--- src/rtl/atm_session_ctrl.sv ---
// rtl/atm_session_ctrl.sv - merged card/PIN, menu and withdrawal session controller
// One registered FSM between the keypad/button debouncers and the display/dispenser drivers.
module atm_session_ctrl #(
  parameter int unsigned             PIN_DIGITS = 4,
  parameter logic [4*PIN_DIGITS-1:0] PIN_CODE   = 16'h1234,
  parameter int unsigned             MAX_TRIES  = 3,
  parameter int unsigned             BAL_W      = 16,
  parameter int unsigned             INIT_BAL   = 1000,
  parameter int unsigned             N_OPT      = 5,
  parameter int unsigned             AMT_STEP   = 100,
  parameter int unsigned             TIMEOUT    = 1000
) (
  input  logic                             clk,
  input  logic                             reset,
  input  logic                             card_in,
  input  logic                             key_valid,
  input  logic [3:0]                       key_digit,
  input  logic                             key_back,
  input  logic                             btn_consult,
  input  logic                             btn_withdraw,
  input  logic [N_OPT-1:0]                 amt_sel,
  input  logic                             btn_yes,
  input  logic                             btn_no,
  output logic                             req_card,
  output logic                             req_pin,
  output logic                             menu_on,
  output logic                             select_on,
  output logic                             ask_other,
  output logic                             bal_valid,
  output logic [BAL_W-1:0]                 balance,
  output logic                             dispense,
  output logic [BAL_W-1:0]                 disp_amt,
  output logic                             denied,
  output logic                             eject,
  output logic                             retained,
  output logic [$clog2(MAX_TRIES+1)-1:0]   tries
);

  localparam int unsigned PW  = 4 * PIN_DIGITS;
  localparam int unsigned CW  = $clog2(PIN_DIGITS + 1);
  localparam int unsigned TW  = $clog2(MAX_TRIES + 1);
  localparam int unsigned TMW = (TIMEOUT > 1) ? $clog2(TIMEOUT) : 1;

  typedef enum logic [2:0] {
    S_IDLE, S_PIN, S_MENU, S_SELECT, S_ANOTHER, S_EJECT, S_WAIT_REMOVE, S_LOCK
  } state_t;

  state_t           state_q, state_d;
  logic [PW-1:0]    pin_q, pin_d;
  logic [CW-1:0]    cnt_q, cnt_d;
  logic [TW-1:0]    tries_q, tries_d;
  logic [BAL_W-1:0] bal_q, bal_d;
  logic [BAL_W-1:0] amt_q, amt_d;
  logic [TMW-1:0]   timer_q, timer_d;

  logic req_card_q, req_pin_q, menu_on_q, select_on_q, ask_other_q, retained_q;
  logic bal_valid_q, dispense_q, denied_q, eject_q;
  logic bal_valid_d, dispense_d, denied_d;

  logic [PW-1:0]    pin_shift;
  logic [TW-1:0]    tries_inc;
  logic [BAL_W-1:0] sel_amt;
  logic             sel_ok;
  logic             any_strobe;
  logic             active;

  always_comb begin
    pin_shift  = PW'({pin_q, key_digit});
    tries_inc  = (tries_q == TW'(MAX_TRIES)) ? tries_q : tries_q + TW'(1);
    sel_ok     = $onehot(amt_sel);
    sel_amt    = '0;
    for (int k = 0; k < int'(N_OPT); k++) begin
      if (amt_sel[k]) sel_amt = BAL_W'((k + 1) * AMT_STEP);
    end
    any_strobe = key_valid | key_back | btn_consult | btn_withdraw | (|amt_sel) | btn_yes | btn_no;
    active     = (state_q == S_PIN) || (state_q == S_MENU) ||
                 (state_q == S_SELECT) || (state_q == S_ANOTHER);
  end

  always_comb begin
    state_d     = state_q;
    pin_d       = pin_q;
    cnt_d       = cnt_q;
    tries_d     = tries_q;
    bal_d       = bal_q;
    amt_d       = amt_q;
    timer_d     = '0;
    bal_valid_d = 1'b0;
    dispense_d  = 1'b0;
    denied_d    = 1'b0;

    // A pulled card aborts the session silently; nothing else in that cycle counts.
    if (active && !card_in) begin
      state_d = S_IDLE;
    end else begin
      case (state_q)
        S_IDLE: begin
          if (card_in) begin
            state_d = S_PIN;
            pin_d   = '0;
            cnt_d   = '0;
            tries_d = '0;
          end
        end
        S_PIN: begin
          if (key_valid) begin
            pin_d = pin_shift;
            cnt_d = cnt_q + CW'(1);
            if (cnt_q == CW'(PIN_DIGITS - 1)) begin
              pin_d = '0;
              cnt_d = '0;
              if (pin_shift == PIN_CODE) begin
                state_d = S_MENU;
                tries_d = '0;
              end else begin
                tries_d = tries_inc;
                if (tries_inc == TW'(MAX_TRIES)) state_d = S_LOCK;
              end
            end
          end else if (key_back) begin
            state_d = S_EJECT;
          end
        end
        S_MENU: begin
          if (btn_consult && !btn_withdraw) begin
            bal_valid_d = 1'b1;
            state_d     = S_ANOTHER;
          end else if (btn_withdraw && !btn_consult) begin
            state_d = S_SELECT;
          end else if (key_back) begin
            state_d = S_EJECT;
          end
        end
        S_SELECT: begin
          if (sel_ok) begin
            state_d = S_ANOTHER;
            if (sel_amt <= bal_q) begin
              bal_d      = bal_q - sel_amt;
              amt_d      = sel_amt;
              dispense_d = 1'b1;
            end else begin
              denied_d = 1'b1;
            end
          end else if (key_back) begin
            state_d = S_MENU;
          end
        end
        S_ANOTHER: begin
          if (btn_yes && !btn_no)      state_d = S_MENU;
          else if (btn_no && !btn_yes) state_d = S_EJECT;
        end
        S_EJECT:       state_d = S_WAIT_REMOVE;
        S_WAIT_REMOVE: if (!card_in) state_d = S_IDLE;
        S_LOCK:        state_d = S_LOCK;
      endcase

      // Inactivity only advances while the state holds and no strobe arrives.
      if (active && (state_d == state_q) && !any_strobe) begin
        if (timer_q == TMW'(TIMEOUT - 1)) state_d = S_EJECT;
        else                              timer_d = timer_q + TMW'(1);
      end
    end
  end

  always_ff @(posedge clk or negedge reset) begin
    if (!reset) begin
      state_q     <= S_IDLE;
      pin_q       <= '0;
      cnt_q       <= '0;
      tries_q     <= '0;
      bal_q       <= BAL_W'(INIT_BAL);
      amt_q       <= '0;
      timer_q     <= '0;
      req_card_q  <= 1'b1;
      req_pin_q   <= 1'b0;
      menu_on_q   <= 1'b0;
      select_on_q <= 1'b0;
      ask_other_q <= 1'b0;
      retained_q  <= 1'b0;
      bal_valid_q <= 1'b0;
      dispense_q  <= 1'b0;
      denied_q    <= 1'b0;
      eject_q     <= 1'b0;
    end else begin
      state_q     <= state_d;
      pin_q       <= pin_d;
      cnt_q       <= cnt_d;
      tries_q     <= tries_d;
      bal_q       <= bal_d;
      amt_q       <= amt_d;
      timer_q     <= timer_d;
      req_card_q  <= (state_d == S_IDLE);
      req_pin_q   <= (state_d == S_PIN);
      menu_on_q   <= (state_d == S_MENU);
      select_on_q <= (state_d == S_SELECT);
      ask_other_q <= (state_d == S_ANOTHER);
      retained_q  <= (state_d == S_LOCK);
      bal_valid_q <= bal_valid_d;
      dispense_q  <= dispense_d;
      denied_q    <= denied_d;
      eject_q     <= (state_d == S_EJECT);
    end
  end

  assign req_card  = req_card_q;
  assign req_pin   = req_pin_q;
  assign menu_on   = menu_on_q;
  assign select_on = select_on_q;
  assign ask_other = ask_other_q;
  assign retained  = retained_q;
  assign bal_valid = bal_valid_q;
  assign dispense  = dispense_q;
  assign denied    = denied_q;
  assign eject     = eject_q;
  assign balance   = bal_q;
  assign disp_amt  = amt_q;
  assign tries     = tries_q;

endmodule

--- config.mk ---
export PLATFORM = sky130hd
export DESIGN_NAME = atm_session_ctrl
export DESIGN_NICKNAME = d
export VERILOG_FILES = /design/src/rtl/atm_session_ctrl.sv
export SDC_FILE = /design/constraint.sdc
export NUM_CORES = 1
export LEC_CHECK = 0
export ABC_AREA = 1
export CAP_MARGIN = 25
export CELL_PAD_IN_SITES_DETAIL_PLACEMENT = 1
export CELL_PAD_IN_SITES_GLOBAL_PLACEMENT = 1
export CORE_UTILIZATION = 30
export DETAILED_ROUTE_END_ITERATION = 8
export PLACE_DENSITY_LB_ADDON = 0.1
export SLEW_MARGIN = 10
export SYNTH_ARGS = -nofsm -noshare
export SYNTH_HDL_FRONTEND = slang
export SYNTH_SLANG_ARGS = --single-unit
--- constraint.sdc ---
create_clock -name clk -period 2.1 [get_ports clk]
set_input_delay 0.21 -clock clk [delete_from_list [all_inputs] [get_ports clk]]
set_output_delay 0.21 -clock clk [all_outputs]
set_load 0.02 [all_outputs]
==> images/layer_met1.png <==
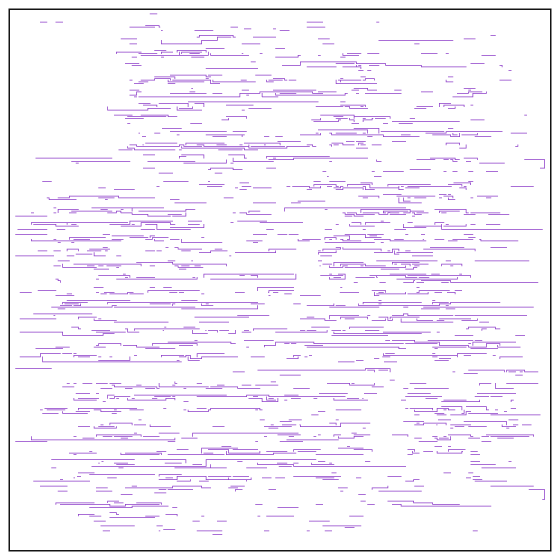
main direction	horizontal
share of all routed wire	44%
nets with wire on the layer	547
longest straight run	30.8 um
wire length on this layer	4,610 um

==> images/cell_density.png <==
The die is cut into 11 by 11 equal tiles; white is low, dark blue is high, 0 to 100% covered.
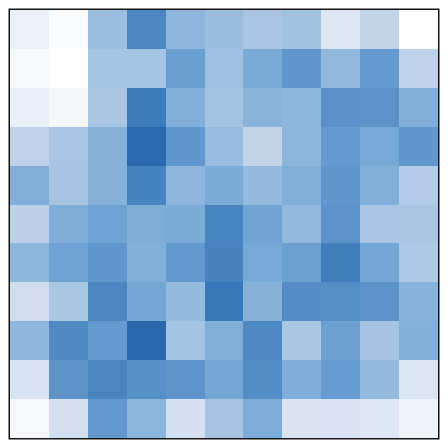
fullest tile	78%
tiles over 75% full	1.7%
emptiest ninth of the die	top left
nearly empty tiles	1.7%
mean over tiles	43%

==> images/flops_by_reg.png <==
Other sequential cells in the stronger grey, the rest of the logic in the fainter grey.
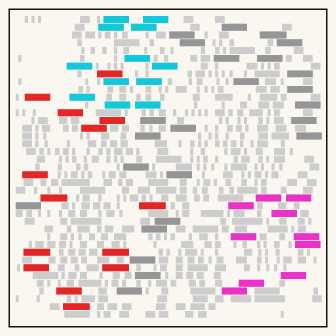
colour	name in the netlist	placed flops
red	balance	14
magenta	timer_q	10
cyan	pin_q	12

==> results.py <==
# Auto-generated metrics
metrics = {
    "yosys": {
        "syn_avg_cell_area_sq_um": 7.89,
        "synth-async-reset-ratio_pct": 100,
        "synthCells": 450,
        "synthFlopType": "dfrtp_1",
    },
    "setup_path": {
        "cp_num_buf_inv": 6,
        "critPathTopFamily": "simple AND/OR/NAND/NOR gates",
    },
    "pwr": {
        "clkPwrFrac_pct": 23.5,
        "seq_power_share_pct": 23.9,
        "ir_drop_mv": 0.666,
        "leakage_nw": 2.67,
        "power.density_nw_per_um2": 1370,
    },
    "global_routing": {
        "grt_pass1_vias": 3677,
        "grt_max_degree": 35,
    },
    "layout": {
        "fin_nets": 617,
        "area_growth_pct": 54.7,
    },
    "sta": {
        "setup_viol": 41,
        "maxSlewHeadroom_pct": 55.5,
        "setup_ws_ns": -0.268,
        "skew_ns": 0.00973,
        "drv_slew": 0,
    },
    "clock_network": {
        "cts_buffers": 9,
        "cts_tree": "built",
        "clkTransAtPathRegs_ns": 0.05,
        "clkLatencyLatePin_ns": 0.35,
    },
    "run_status": {
        "status": "finished with violations",
        "violations": "setup timing",
    },
    "routing": {
        "vias_per_cell": 4.64,
    },
    "die": {
        "core_sq_um": 11500,
    },
}
==> images/layer_met2.png <==
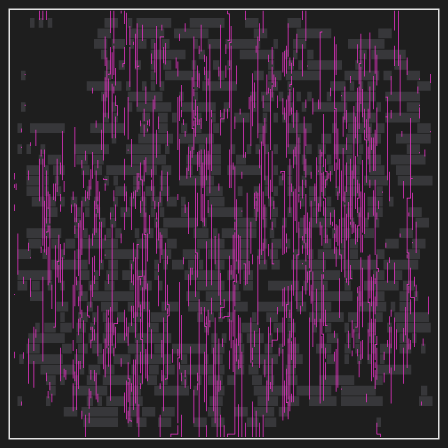
nets with wire on the layer	559
main direction	vertical
wire length on this layer	5,280 um
share of all routed wire	51%
longest straight run	38.4 um

==> images/placement.png <==
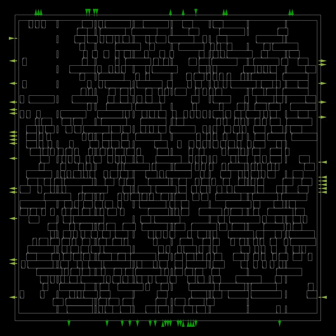
Tapcells: 143
final non-filler cell total: 731
FP Rows: 39

==> power by group through the flow <==
stage	Combinational (mW)	Clock [mW]	Sequential, mW
final	3.97	1.77	1.81
after global routing	4.40	1.85	1.86
after global placement	3.26	0	1.81
after CTS	3.64	1.82	1.81
after floorplan	1.78	0	2.01
after detailed placement	3.30	0	1.82
==> worst register-to-register path, stage by stage (launching register included) <==
cell and delay, ns:
dfstp_2 0.52, inv_1 0.06, fa_2 0.38, nand3b_1 0.18
nand2_2 0.10, a21oi_2 0.07, o21ai_2 0.15, inv_1 0.06
nand2_2 0.09, nand2_4 0.09, buf_12 0.15, nor2_2 0.09
xor2_1 0.18
==> flip-flops by register name (all words and copies together), names as in the netlist, 2 cells and up <==
register  cells
balance      14
pin_q        12
timer_q      10
disp_amt      6
cnt_q         3
state_q       3
tries         2
==> layer usage <==
metal	vias up	part of all wire (%)	GRT usage, %	routed length [um]
met1	1659	44	22.0	4610
met2	42	51	31.6	5280
met4	0	2.1	8.80	214
met5	-	0	0	0
li1	1679	-	-	-
met3	13	2.8	3.66	289
==> cell usage in the layout (no fill, tap or decap), drive strengths merged, types with 5 or more instances in the layout <==
| master | instances |
|---|---|
| clkbuf | 12 |
| dfstp | 7 |
| clkdlybuf4s50 | 44 |
| conb | 11 |
| nand4 | 6 |
| xor2 | 12 |
| nand3b | 5 |
| o22ai | 6 |
| xnor2 | 5 |
| ha | 13 |
| a21oi | 15 |
| nand3 | 28 |
| nor2 | 66 |
| inv | 65 |
| nor3 | 12 |
| buf | 82 |
| dfrtp | 53 |
| o21ai | 32 |
| nand2 | 94 |
==> final cells by class <==
type | instances | area, sq um
inverter | 66 | 262
clock inverter | 4 | 95.1
fill | 1352 | 5970
timing repair buffer | 129 | 1180
clock buffer | 12 | 256
sequential | 60 | 1510
tap | 143 | 179
multi-input combinational | 317 | 2010
==> worst paths after layout <==
check	endpoint	cells past startpoint
setup / recovery	balance[11]	19
hold / removal	disp_amt[7]	4
setup reg to reg	balance[11]	12
hold reg to reg	cnt_q[0]	1
max in group asynchronous	balance[8]	3
min in group asynchronous	state_q[1]	2
==> logic make-up after synthesis <==
family	after synthesis	share of synthesized area, %
compound gates	57	8.67
flops	60	42.5
buf+inv	84	10.4
xor+xnor	17	4.19
other cells	1	0.106
fa+ha+maj	16	6.27
simple gates	215	27.8
==> stage by stage <==
| stage | instance area (sq um) | util, % | hold WS (ns) | cells | setup slack (ns) |
|---|---|---|---|---|---|
| 6_report | 5490 | 47.9 | 0.305 | 731 | -0.268 |
| 5_1_grt | 5490 | 47.9 | 0.342 | 731 | -0.429 |
| 4_1_cts | 5280 | 46.1 | 0.303 | 723 | -0.238 |
| 3_5_place_dp | 4640 | 40.5 | 0.287 | 694 | -1.12 |
| 3_3_place_gp | 4640 | 40.5 | 0.278 | 694 | -1.03 |
| 2_1_floorplan | 3630 | - | -0.0856 | 460 | -0.329 |
==> repair_timing <==
action,in CTS,in global routing
buffers inserted,10,8
setup endpoints to repair,42,43
hold endpoints to repair,25,0
pin swaps,29,28
cloned,2,0
resized,67,42
hold buffers,1,0
No activity file was given, so power comes from the tool's default toggle rates.
